Fig. 1: clock distribution
Scale: 4 px per µm.
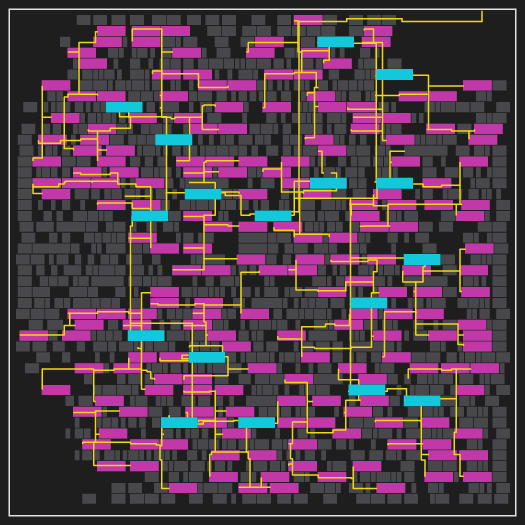
Fig. 2: local utilization
Scale: 2 px per µm. 13 x 13 tiles, from black (low) to pale yellow (high), 0 to 100% covered.
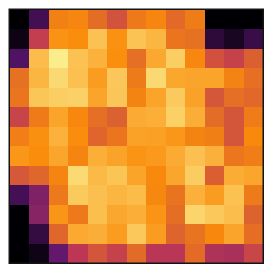
Fig. 3: clock wiring as the flow saved it
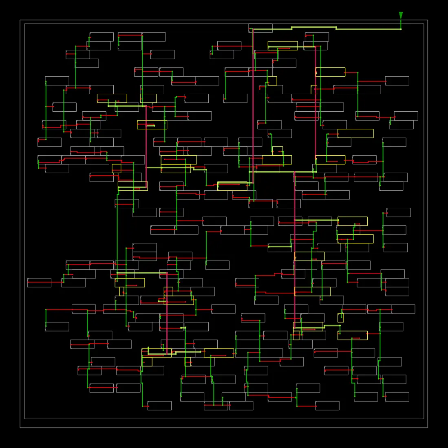
### src/rtl/fetch_sequencer_pkg.sv
// Shared types and defaults for the instruction-fetch sequencer.
package fetch_sequencer_pkg;

  localparam int          ADDR_W_DEF   = 32;
  localparam logic [31:0] RESET_PC_DEF = 32'h0000_0000;
  localparam int          INSTR_W      = 32;

  typedef enum logic [1:0] {
    ISSUE = 2'd0,
    WAIT  = 2'd1,
    HOLD  = 2'd2,
    DROP  = 2'd3
  } fetchState_t;

endpackage

### src/rtl/fetch_sequencer_incr.sv
// PC+1 incrementer; the carry out of the top bit is dropped so the PC wraps.
module fetch_sequencer_incr #(
  parameter int W = 32
) (
  input  logic [W-1:0] a,
  output logic [W-1:0] y
);

  assign y = a + {{(W-1){1'b0}}, 1'b1};

endmodule

### src/rtl/fetch_sequencer.sv
// Instruction-fetch sequencer: owns the PC, keeps one memory read in flight at most,
// and hands {pc, pc+1, instr} to decode over a valid/ready handshake.
module fetch_sequencer
  import fetch_sequencer_pkg::*;
#(
  parameter int                ADDR_W   = ADDR_W_DEF,
  parameter logic [ADDR_W-1:0] RESET_PC = RESET_PC_DEF
) (
  input  logic               clk,
  input  logic               rst_n,
  input  logic               redirect_i,
  input  logic [ADDR_W-1:0]  redirect_pc_i,
  output logic               imem_req_o,
  output logic [ADDR_W-1:0]  imem_addr_o,
  input  logic               imem_gnt_i,
  input  logic               imem_rvalid_i,
  input  logic [INSTR_W-1:0] imem_rdata_i,
  output logic               if_valid_o,
  input  logic               if_ready_i,
  output logic [ADDR_W-1:0]  if_pc_o,
  output logic [ADDR_W-1:0]  if_npc_o,
  output logic [INSTR_W-1:0] if_instr_o
);

  fetchState_t        state;
  logic [ADDR_W-1:0]  pc;
  logic [ADDR_W-1:0]  pktPc;
  logic [ADDR_W-1:0]  pktNpc;
  logic               memReq;
  logic [ADDR_W-1:0]  memAddr;
  logic               outValid;
  logic [ADDR_W-1:0]  outPc;
  logic [ADDR_W-1:0]  outNpc;
  logic [INSTR_W-1:0] outInstr;
  logic               issued;

  fetch_sequencer_incr #(.W(ADDR_W)) u_incr (
    .a (pktPc),
    .y (pktNpc)
  );

  assign issued = memReq & imem_gnt_i;

  // Fetch FSM; the request and packet outputs are registered alongside the state.
  always_ff @(posedge clk) begin
    if (!rst_n) begin
      state    <= ISSUE;
      pc       <= RESET_PC;
      pktPc    <= {ADDR_W{1'b0}};
      memReq   <= 1'b0;
      memAddr  <= {ADDR_W{1'b0}};
      outValid <= 1'b0;
      outPc    <= {ADDR_W{1'b0}};
      outNpc   <= {ADDR_W{1'b0}};
      outInstr <= {INSTR_W{1'b0}};
    end else begin
      case (state)
        ISSUE: begin
          if (redirect_i) begin
            pc      <= redirect_pc_i;
            memAddr <= redirect_pc_i;
            if (issued) begin
              state  <= DROP;
              memReq <= 1'b0;
            end else begin
              state  <= ISSUE;
              memReq <= 1'b1;
            end
          end else if (issued) begin
            pktPc  <= memAddr;
            memReq <= 1'b0;
            state  <= WAIT;
          end else begin
            memReq  <= 1'b1;
            memAddr <= pc;
            state   <= ISSUE;
          end
        end
        WAIT: begin
          if (redirect_i) begin
            pc       <= redirect_pc_i;
            memAddr  <= redirect_pc_i;
            outValid <= 1'b0;
            // A response in the redirect cycle is simply discarded.
            if (imem_rvalid_i) begin
              state  <= ISSUE;
              memReq <= 1'b1;
            end else begin
              state  <= DROP;
              memReq <= 1'b0;
            end
          end else if (imem_rvalid_i) begin
            outValid <= 1'b1;
            outPc    <= pktPc;
            outNpc   <= pktNpc;
            outInstr <= imem_rdata_i;
            pc       <= pktNpc;
            memReq   <= 1'b0;
            state    <= HOLD;
          end else begin
            memReq <= 1'b0;
            state  <= WAIT;
          end
        end
        HOLD: begin
          if (redirect_i) begin
            pc       <= redirect_pc_i;
            memAddr  <= redirect_pc_i;
            outValid <= 1'b0;
            memReq   <= 1'b1;
            state    <= ISSUE;
          end else if (outValid && if_ready_i) begin
            outValid <= 1'b0;
            memAddr  <= pc;
            memReq   <= 1'b1;
            state    <= ISSUE;
          end else begin
            memReq <= 1'b0;
            state  <= HOLD;
          end
        end
        DROP: begin
          if (redirect_i) begin
            pc <= redirect_pc_i;
          end else begin
            pc <= pc;
          end
          // Orphaned response arrives: free the single outstanding slot.
          if (imem_rvalid_i) begin
            memAddr <= redirect_i ? redirect_pc_i : pc;
            memReq  <= 1'b1;
            state   <= ISSUE;
          end else begin
            memReq <= 1'b0;
            state  <= DROP;
          end
        end
        default: begin
          memReq   <= 1'b0;
          outValid <= 1'b0;
          state    <= ISSUE;
        end
      endcase
    end
  end

  assign imem_req_o  = memReq;
  assign imem_addr_o = memAddr;
  assign if_valid_o  = outValid;
  assign if_pc_o     = outPc;
  assign if_npc_o    = outNpc;
  assign if_instr_o  = outInstr;

endmodule

### config.mk
export PLATFORM = sky130hd
export DESIGN_NAME = fetch_sequencer
export DESIGN_NICKNAME = d
export VERILOG_FILES = /design/src/rtl/fetch_sequencer_pkg.sv /design/src/rtl/fetch_sequencer_incr.sv /design/src/rtl/fetch_sequencer.sv
export SDC_FILE = /design/constraint.sdc
export NUM_CORES = 1
export LEC_CHECK = 0
export CORE_UTILIZATION = 54
export DETAILED_ROUTE_END_ITERATION = 16
export PLACE_DENSITY = 0.86
export SYNTH_ARGS = -nofsm -noshare
export SYNTH_HDL_FRONTEND = slang
export SYNTH_HIERARCHICAL = 1
export SYNTH_SLANG_ARGS = --single-unit
### constraint.sdc
create_clock -name clk -period 3.1 [get_ports clk]
set_input_delay 0.93 -clock clk [delete_from_list [all_inputs] [get_ports clk]]
set_output_delay 0.93 -clock clk [all_outputs]
set_load 0.005 [all_outputs]
==> notes.md <==
Here are the numbers from the latest Yosys + OpenROAD run.

The run finished with clean final reports. The depth of the critical timing path with buffers and inverters included came out at 7. The critical path's slowest cell is sky130_fd_sc_hd__mux2i_4. The area added between synthesis and finish came out at 31.86%.

The largest driver fanout on the critical path came out at 32. According to the hold report, the worst path is of the reg2reg type. The critical path in the final layout is reported with a setup slack of 0.3058 ns. The initial antenna violation count came out at 0. In the CTS report, the clock slew at the register clock pins of the worst setup and hold paths is listed as around 0.070 ns. No sink is reached through more buffers than the 2 on the longest clock path. Summed over all nets, wire length on met3 after detailed routing comes to 1855 µm.

Looking at the reg2reg group, the worst path ends at pc[6]. The script parses the final routing iteration and logs DRC violations as 0. The synthesized design contains 0 enable-type register cells. The power group with the highest consumption is sequential cells. The average vias per placed instance is ~5.7. In this run the power spent charging and discharging nets is 0.001350 W. The stage delay of the slowest cell on the critical path came out at 0.83 ns.

The slew at the pin with the worst max-slew slack came out at roughly 1.1 ns. Counting both buffers and inverters, the worst setup path holds a total of 3. The flop count is 196. In the floorplan report the effective utilization is 55.07%. The cell area that synthesis handed to floorplanning was 8340 µm². CTS placed an instance of sky130_fd_sc_hd__clkbuf_16 at the clock tree root. The yosys synthesis warning count is 6. The type of the worst setup path is in2reg. The non-clock buffer count in the final layout came out at 218. Per the final report, max-transition violations number 0. Per the breakdown, switching nets consume 23.83% of all power. The worst hold path cell count came out at 2. The number of buffers inserted by hold repair at cts came out at 0. After synthesis, the design contains 976 cells according to Yosys. The total number of placement rows came out at 45. The final instance area is 11000 µm².

The global route stage reports its total congestion overflow as 0. The average cell area after synthesis is around 8.5 µm². The kind of start point of the critical path is an input port. The sort of element at the end of the critical path is a flop. The count of instances resized after the clock tree is built came out at 0.

Leaving out fill and tap cells, the most frequent cells in the layout are 327 x sky130_fd_sc_hd__nand2_1, 198 x sky130_fd_sc_hd__clkdlybuf4s50_1, 196 x sky130_fd_sc_hd__dfxtp_1. Per the post-place timing report, worst setup slack is -0.04767 ns. The final layout report lists a filler cell count of 1152. The logic share of the area is 36.13%.

The number of global-route vias before repair is 7167. Counting stages on the worst path, the most repeated cell is sky130_fd_sc_hd__inv_1. For reference, the top logic cell family by area is simple AND/OR/NAND/NOR gates. The power drawn by the combinational cells came out at about 0.00064 W.

The count of vias placed by the detailed router came out at 7639. The total die size is 15950 µm². STA puts the critical path data required time at between 3 and 4 ns. The violation tally from detailed-route iteration zero is about 800. The count of antenna diodes in the layout is 0. The gate-level netlist out of Yosys references between 40 and 50 unique cell types. The area share of buffers outside the clock network came out at 20.18%.

The power per cell area is 515.0 nW/µm². The total cell area at the placement stage is 10380 µm². Setup repair after global routing left no endpoint under its margin. The number of search-and-repair iterations in the first detailed-routing pass came out at 8.

The layout contains a multi-input combinational cell count of roughly 700. The number of logged tool warnings came out at 29. In this run the maximum-capacitance check reported violations numbering 0. The worst path in the final design needs a cycle of 2.794 ns, including I/O delays and setup. The count of inverters other than clock inverters in the layout is 6.

The placed wire-length estimate is between 15000 and 20000 µm. The library cell used most frequently in the layout, excluding fill and tap cells, is sky130_fd_sc_hd__nand2_1. The highest achievable clock rate came out at approximately 360 MHz. TritonCTS built the clock tree.

The share of final-layout standard cells stronger than drive strength 1 is between 5 and 6%.
Back to the opening pictures, Fig. 1:
[cyan] cells driving clock nets | count: 17
[magenta] flip-flops | count: 196
[yellow] clock wires | length: 2050 µm
routed clock nets: 18
clock network power: 0.00232 W
Final Skew: 0.01083 ns
clock latency at the later pin of the worst-skew pair: 0.43 ns
relative contribution of the clock network to total power: 40.9%

Back to the opening pictures, Fig. 2:
fullest tile: 96%
mean over tiles: 68%
tiles over 75% full: 47%
nearly empty tiles: 4.1%

Back to the opening pictures, Fig. 3:
clkbuf count: 19
Num CTS Buffers: 17
number of clock sinks: 196

==> sequential cells by signal, summed over array words and instances (netlist names) <==
name         flops
if_instr_o      32
if_npc_o        32
if_pc_o         32
if_valid_o       1
imem_addr_o     32
imem_req_o       1
pc              32
pktPc           32
state            2
==> synth_stat cells (all sizes together) (2+ instances only) <==
cell    instances  area [µm²]
and3           10       70.06
o22ai           2       12.51
xor2            3       26.28
a21boi        130       975.9
buf            50       332.8
o21ai          34       170.2
nand2         328        1231
nand3           9       45.04
and4            4       36.29
a21oi           4       20.02
inv             6       22.52
nor2b          36       232.7
xnor2          27       236.5
nor2            4       15.01
clkbuf         29       118.9
and2            6       37.54
dfxtp         196        3924
ha              5       62.56
a222oi         31       310.3
nand4          15       108.9
a31oi          32       200.2
nor3            2       10.01
nand2b          2       12.51
Power figures rest on the tool's default switching activity, not on a simulated workload.
